===== config.mk =====
export PLATFORM = sky130hd
export DESIGN_NAME = frog_tone_player
export DESIGN_NICKNAME = d
export VERILOG_FILES = /design/src/rtl/sound_pkg.sv /design/src/rtl/tick_prescaler.sv /design/src/rtl/frog_tone_player.sv
export SDC_FILE = /design/constraint.sdc
export NUM_CORES = 1
export LEC_CHECK = 0
export CELL_PAD_IN_SITES_DETAIL_PLACEMENT = 0
export CELL_PAD_IN_SITES_GLOBAL_PLACEMENT = 1
export CORE_MARGIN = 4
export CORE_UTILIZATION = 49
export CTS_CLUSTER_SIZE = 12
export DETAILED_ROUTE_END_ITERATION = 16
export GPL_ROUTABILITY_DRIVEN = 0
export PLACE_DENSITY_LB_ADDON = 0.1
export SLEW_MARGIN = 25
export SYNTH_ARGS = -nofsm -noshare
export SYNTH_HDL_FRONTEND = slang
export SYNTH_SLANG_ARGS = --single-unit

===== constraint.sdc =====
create_clock -name clk -period 6.1 [get_ports clk]
set_input_delay 0.61 -clock clk [delete_from_list [all_inputs] [get_ports clk]]
set_output_delay 0.61 -clock clk [all_outputs]
set_load 0.05 [all_outputs]

===== src/rtl/sound_pkg.sv =====
// Shared definitions for the game sound interface: frequency codes and
// the tone player state encoding.
package sound_pkg;

  localparam int FREQ_W = 10;

  typedef logic [FREQ_W-1:0] freq_t;

  // Half-periods in 1 us ticks: about 1 kHz for a loss, 2.6 kHz for a win.
  localparam freq_t LOSE_FREQ = 10'd500;
  localparam freq_t WIN_FREQ  = 10'd190;

  typedef enum logic {
    IDLE = 1'b0,
    PLAY = 1'b1
  } tone_state_t;

endpackage


===== src/rtl/tick_prescaler.sv =====
// Free-running timebase divider: tick is high for one clock every CLK_DIV
// clocks, restarting from zero whenever clear is asserted.
module tick_prescaler #(
  parameter int CLK_DIV = 25
) (
  input  logic clk,
  input  logic resetN,
  input  logic clear,
  output logic tick
);

  localparam int CNT_W = (CLK_DIV > 1) ? $clog2(CLK_DIV) : 1;
  localparam logic [CNT_W-1:0] LAST = CNT_W'(CLK_DIV - 1);

  logic [CNT_W-1:0] pre_cnt_r;

  // Prescaler count, wrapped at its terminal value or on clear.
  always_ff @(posedge clk or negedge resetN) begin
    if (!resetN) begin
      pre_cnt_r <= '0;
    end else if (clear || (pre_cnt_r == LAST)) begin
      pre_cnt_r <= '0;
    end else begin
      pre_cnt_r <= pre_cnt_r + CNT_W'(1);
    end
  end

  assign tick = (pre_cnt_r == LAST);

endmodule


===== src/rtl/frog_tone_player.sv =====
// Latches a short sound request from the game FSM and plays it as a
// fixed-length square wave (or silence when the code is 0) on audio_out.
module frog_tone_player
  import sound_pkg::*;
#(
  parameter int CLK_DIV        = 25,
  parameter int DURATION_TICKS = 250000,
  parameter int FREQ_W         = 10
) (
  input  logic              clk,
  input  logic              resetN,
  input  logic [FREQ_W-1:0] sound_freq,
  input  logic              enable_sound,
  output logic              audio_out,
  output logic              busy,
  output logic              done
);

  localparam int DUR_W = (DURATION_TICKS > 1) ? $clog2(DURATION_TICKS) : 1;
  localparam logic [DUR_W-1:0] DUR_LAST = DUR_W'(DURATION_TICKS - 1);

  tone_state_t       state_r;
  logic [FREQ_W-1:0] freq_r;
  logic [FREQ_W-1:0] half_cnt_r;
  logic [DUR_W-1:0]  dur_cnt_r;
  logic              enable_d_r;
  logic              audio_r;
  logic              busy_r;
  logic              done_r;
  logic              trigger_s;
  logic              tick_s;

  assign trigger_s = enable_sound & ~enable_d_r;

  // A trigger restarts the timebase so the first tick lands CLK_DIV clocks later.
  tick_prescaler #(
    .CLK_DIV(CLK_DIV)
  ) u_prescaler (
    .clk   (clk),
    .resetN(resetN),
    .clear (trigger_s),
    .tick  (tick_s)
  );

  // Request edge detector and tone sequencer with registered outputs.
  always_ff @(posedge clk or negedge resetN) begin
    if (!resetN) begin
      state_r    <= IDLE;
      freq_r     <= '0;
      half_cnt_r <= '0;
      dur_cnt_r  <= '0;
      enable_d_r <= 1'b0;
      audio_r    <= 1'b0;
      busy_r     <= 1'b0;
      done_r     <= 1'b0;
    end else begin
      enable_d_r <= enable_sound;
      done_r     <= 1'b0;
      // A trigger reloads from either state, so it outranks expiry and toggling.
      if (trigger_s) begin
        state_r    <= PLAY;
        freq_r     <= sound_freq;
        half_cnt_r <= '0;
        dur_cnt_r  <= '0;
        audio_r    <= 1'b0;
        busy_r     <= 1'b1;
      end else begin
        case (state_r)
          IDLE: begin
            audio_r <= 1'b0;
            busy_r  <= 1'b0;
          end
          PLAY: begin
            if (tick_s) begin
              if (dur_cnt_r == DUR_LAST) begin
                state_r    <= IDLE;
                half_cnt_r <= '0;
                dur_cnt_r  <= '0;
                audio_r    <= 1'b0;
                busy_r     <= 1'b0;
                done_r     <= 1'b1;
              end else begin
                dur_cnt_r <= dur_cnt_r + DUR_W'(1);
                if (freq_r != '0) begin
                  if (half_cnt_r == (freq_r - FREQ_W'(1))) begin
                    half_cnt_r <= '0;
                    audio_r    <= ~audio_r;
                  end else begin
                    half_cnt_r <= half_cnt_r + FREQ_W'(1);
                  end
                end else begin
                  half_cnt_r <= '0;
                end
              end
            end else begin
              busy_r <= 1'b1;
            end
          end
          default: begin
            state_r <= IDLE;
            audio_r <= 1'b0;
            busy_r  <= 1'b0;
          end
        endcase
      end
    end
  end

  assign audio_out = audio_r;
  assign busy      = busy_r;
  assign done      = done_r;

endmodule


Run 1, wires at chosen ports, followed through buffers:
Drawn at 3 px/µm.
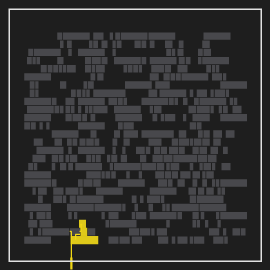
Key: enable_sound = yellow [bits 1, direction input, edge bottom, end cells 3, buffers 1, wire 15.7 µm]
io pins: 16
Port Buffer Count: 15

Run 1, pin placement:
Drawn at 6 px/µm. Pins as bars across the die edge, other pins in grey.
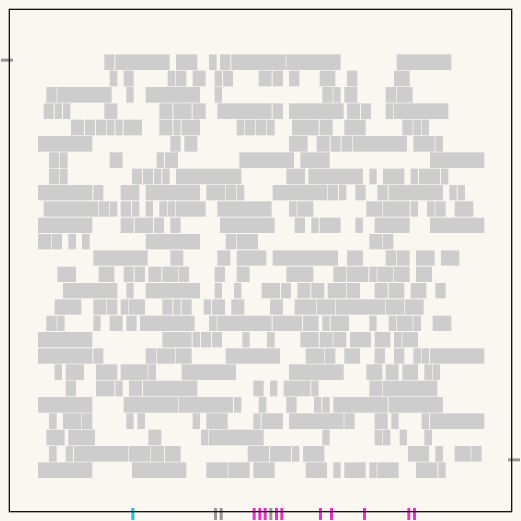
Key: sound_freq = magenta [pins 10, direction input, edge bottom]; enable_sound = cyan [pins 1, direction input, edge bottom]
All pins by edge: 14 bottom, 1 left, 1 right.
height of the die: 83.5 µm
chip width: 83.5 µm

Run 1, selected gate families:
Drawn at 6 px/µm.
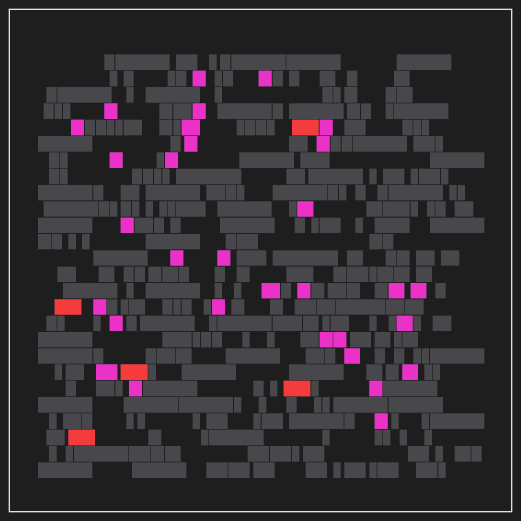
Key: and/or cells = magenta [cells 31, most used and3_1]; fa/ha/maj cells = red [cells 5, most used ha_1]
most frequent logic cell in the layout: nand2_1
logic share of the area: 48.2%
fin cells: 409

==> out/results.ini, run 1 <==
[sta]
hold_viol = 0
finalSetupTns_ps = 0
finalMaxSlewViolations = 0

[critical_path]
crit_arrival_ps = 2970
cp-endpoint = half_cnt_r[8]$_DFFE_PN0P_
path_class = flip-flop to flip-flop
critical_path_required_ps = 6290
crit_slowest_cell = or4_1
reg2reg_to = half_cnt_r[8]$_DFFE_PN0P_

[synth]
ys_async_sr_fraction_pct = 100
ys_warn_count = 0
top_cell_area_share_pct = 43.0
avgSynthCellArea_um2 = 8.57
yosysCellCount = 326
top_area_cell = dfrtp_1

[run]
warning_count = 27

[detailed_routing]
drtAntennaViolNets = 0
met3_length_um = 167
vias = 2362

[pwr]
p_int_mw = 0.548
seqPwrFrac_pct = 49.3

[global_routing]
overflow = 0
grt_pass1_wl_um = 11200

[floorplanning]
rows = 27

[clock_network]
post_cts_buffers = 0
cts_root_buf = clkbuf_8
htree_levels = 2

[placement]
dp_hpwl_um = 4320

[run_status]
outcome = finished, final reports clean

[run 1: synthesized netlist by cell type (all sizes together), types with 3 or more instances]
| cell | number |
|---|---|
| a21oi | 7 |
| a221o | 4 |
| a31oi | 3 |
| and2 | 3 |
| and3 | 12 |
| clkbuf | 13 |
| dfrtp | 48 |
| ha | 5 |
| inv | 9 |
| nand2 | 54 |
| nand2b | 5 |
| nand3 | 15 |
| nand4 | 3 |
| nor2 | 31 |
| nor2b | 3 |
| nor3 | 8 |
| nor4 | 3 |
| o211ai | 5 |
| o21ai | 38 |
| o31ai | 6 |
| or3 | 5 |
| or4 | 6 |
| xnor2 | 7 |
| xor2 | 7 |
[run 1: layout by cell type, fill, tap and decap left out, types with 6 or more instances in the layout]
cell / n
nand2_1: 54
dfrtp_1: 48
o21ai_0: 34
nor2_1: 30
nand3_1: 15
clkdlybuf4s50_1: 14
and3_1: 12
inv_1: 9
xor2_1: 7
xnor2_1: 7
nor3_1: 7
or4_1: 6
o31ai_1: 6
[run 1: cells by family (layout without fill, tap and decap cells)]
| family | after synthesis | count (layout) | synth area share, % |
|---|---|---|---|
| and+or+nand+nor | 161 | 161 | 29.0 |
| buffers and inverters | 23 | 34 | 3.14 |
| adders and majority gates | 5 | 5 | 2.24 |
| xor gates and xnor gates | 15 | 15 | 5.20 |
| muxes | 2 | 2 | 0.717 |
| AOI/OAI and AO/OA | 72 | 72 | 16.7 |
| DFF | 48 | 48 | 43.0 |
[run 1: stage by stage]
step / cells / hold WS (ps) / util (%) / total power [mW] / instance area (µm²)
after detailed placement: 402 / 492 / 54.5 / 0.479 / 3000
after floorplan: 326 / 314 / - / 0.442 / 2790
final: 409 / 402 / 56.8 / 0.738 / 3130
after CTS: 409 / 428 / 56.8 / 0.748 / 3130
after global placement: 402 / 482 / 54.5 / 0.479 / 3000
after global routing: 409 / 462 / 56.8 / 0.781 / 3130
[run 1: power groups by stage]
stage	Sequential (mW)	Clock [mW]	Combinational, mW
2_1_floorplan	0.362	0	0.0797
3_3_place_gp	0.370	0	0.109
3_5_place_dp	0.370	0	0.109
4_1_cts	0.364	0.274	0.110
5_1_grt	0.370	0.288	0.124
6_report	0.364	0.266	0.108
[run 1: layer usage]
metal / track usage (%) / up-vias
li1: - / 1171
met1: 26.3 / 1148
met2: 31.5 / 41
met3: 3.55 / 2
met4: 4.09 / 0
met5: 0 / -
[run 1: state kept, by name, indices dropped and copies added (netlist names)]
signal / flops
dur_cnt_r: 18
freq_r: 10
half_cnt_r: 10
u_prescaler.pre_cnt_r: 5
audio_out: 1
busy: 1
done: 1
enable_d_r: 1
state_r: 1
[run 1: layout make-up]
type	count	area, µm²
clock buffer	5	68.8
clock inverter	2	60.1
fill	509	2380
inverter	9	33.8
multi-input combinational	255	1510
sequential	48	1200
tap	72	90.1
timing repair buffer	18	168
==> run 2, diff against run 1 <==
CORE_UTILIZATION = 45   (was 49)
clock period = 2.9 ns   (was 6.1 ns; I/O delays follow)
Run 2, wires at chosen ports, followed through buffers:
Drawn at 3 px/µm.
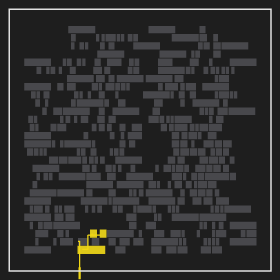
Key: enable_sound = yellow [bits 1, direction input, edge bottom, end cells 3, buffers 1, wire 20.9 µm]

Run 2, selected gate families:
Drawn at 6 px/µm.
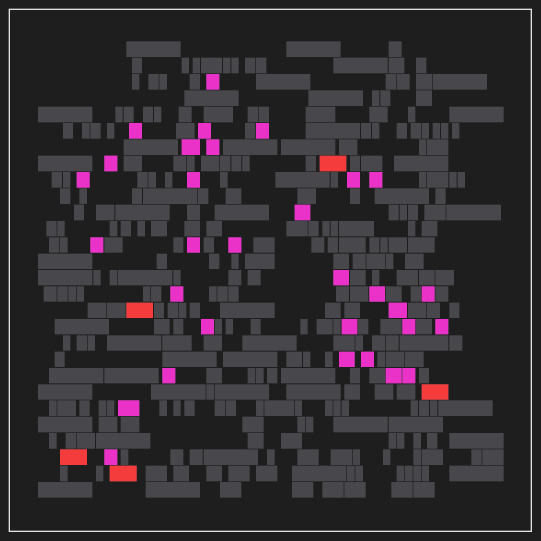
Key: and/or cells = magenta [cells 31, most used and3_1]; fa/ha/maj cells = red [cells 5, most used ha_1]
fin cells: 420
logic share of the area: 47.9%

==> run 2 against run 1 <==
Net effect:
- worst hold slack gained 62 ps
- worst setup slack worse by 3100 ps
- first-iteration DRC count fell by 35%
- count of clock-buffer cells in the layout stayed put
- synthesized cell count stayed put
- via count up 0.17%
- critical path depth did not move
- clock power is 52% higher
- largest cell class unchanged
- largest power group unchanged
==> out/results.ini, run 2 <==
[synth]
synth-compound-area-share_pct = 16.7  ; unchanged
logic_family = simple AND/OR/NAND/NOR gates  ; unchanged
yosys.area_share.xor_xnor_pct = 5.20  ; unchanged
top_cell_area_share_pct = 43.0  ; unchanged
synth.area.mux_share_pct = 0.717  ; unchanged
ys_async_sr_fraction_pct = 100  ; unchanged
simple_gate_share_pct = 29.0  ; unchanged
ys_warn_count = 0  ; unchanged
yosys.cell_count.top_type = nand2_1  ; unchanged
avgSynthCellArea_um2 = 8.57  ; unchanged

[sta]
finalMaxSlewViolations = 0  ; unchanged
finalSetupTns_ps = 0  ; unchanged
hold_viol = 0  ; unchanged

[floorplanning]
die_w_um = 86.8  ; was 83.5 µm
rows = 28  ; was 27
ios = 16  ; unchanged

[placement]
port_buffers = 15  ; unchanged
placed_cell_area_um2 = 3050  ; was 3000 µm²
placed_cells = 411  ; was 402

[critical_path]
reg2reg_to = half_cnt_r[7]$_DFFE_PN0P_  ; was half_cnt_r[8]$_DFFE_PN0P_
critical_path_required_ps = 3100  ; was 6290 ps

[finish]
final_common_cell = nand2_1  ; unchanged
largest_register = dur_cnt_r  ; unchanged

[pwr]
seqPwrFrac_pct = 54.0  ; was 49.3%

[run]
warning_count = 27  ; unchanged

[run_status]
outcome = finished, final reports clean  ; unchanged

[global_routing]
grt_pass1_wl_um = 11300  ; was 11200 µm

[run 2: worst max path at each step]
stage,end,slack (ps),cells past startpoint
detailed placement,half_cnt_r[3]$_DFFE_PN0P_,240,7
finish,half_cnt_r[7]$_DFFE_PN0P_,210,7
CTS,half_cnt_r[7]$_DFFE_PN0P_,230,7
global route,half_cnt_r[8]$_DFFE_PN0P_,30,7
global placement,half_cnt_r[8]$_DFFE_PN0P_,280,7
floorplan,half_cnt_r[7]$_DFFE_PN0P_,360,8
[run 2: logic make-up after synthesis]
kind of cell	count (synthesis)
DFF	48
buffers and inverters	23
xor gates and xnor gates	15
AOI/OAI and AO/OA	72
adders and majority gates	5
muxes	2
and+or+nand+nor	161
[run 2: stage by stage]
stage               hold WS [ps]  util (%)
floorplan                  -5.59         -
global placement             287      51.2
detailed placement           293      51.2
CTS                          453      52.8
global route                 463      52.8
finish                       464      52.8
[run 2: layer usage]
| layer | wire length [µm] | vias up | global-route usage, % |
|---|---|---|---|
| met3 | 175 | 22 | 3.42 |
| met5 | 0 | - | 0 |
| met2 | 3130 | 49 | 30.8 |
| li1 | - | 1194 | - |
| met4 | 250 | 0 | 10.2 |
| met1 | 3000 | 1101 | 24.5 |
[run 2: area by class of cell]
type | instances | share of cell area (%)
Clock buffer | 5 | 2.19
Clock inverter | 3 | 0.596
Multi-Input combinational cell | 255 | 47.9
Inverter | 9 | 1.07
Timing Repair Buffer | 25 | 7.08
Tap cell | 75 | 2.98
Sequential cell | 48 | 38.2
[run 2: power by group through the flow]
stage | clock, mW | combinational (mW) | sequential (mW)
after floorplan | 0 | 0.168 | 0.762
after global placement | 0 | 0.246 | 0.770
after detailed placement | 0 | 0.244 | 0.773
after CTS | 0.422 | 0.246 | 0.759
after global routing | 0.450 | 0.278 | 0.768
final | 0.403 | 0.246 | 0.760
Power and IR drop assume default switching activity.
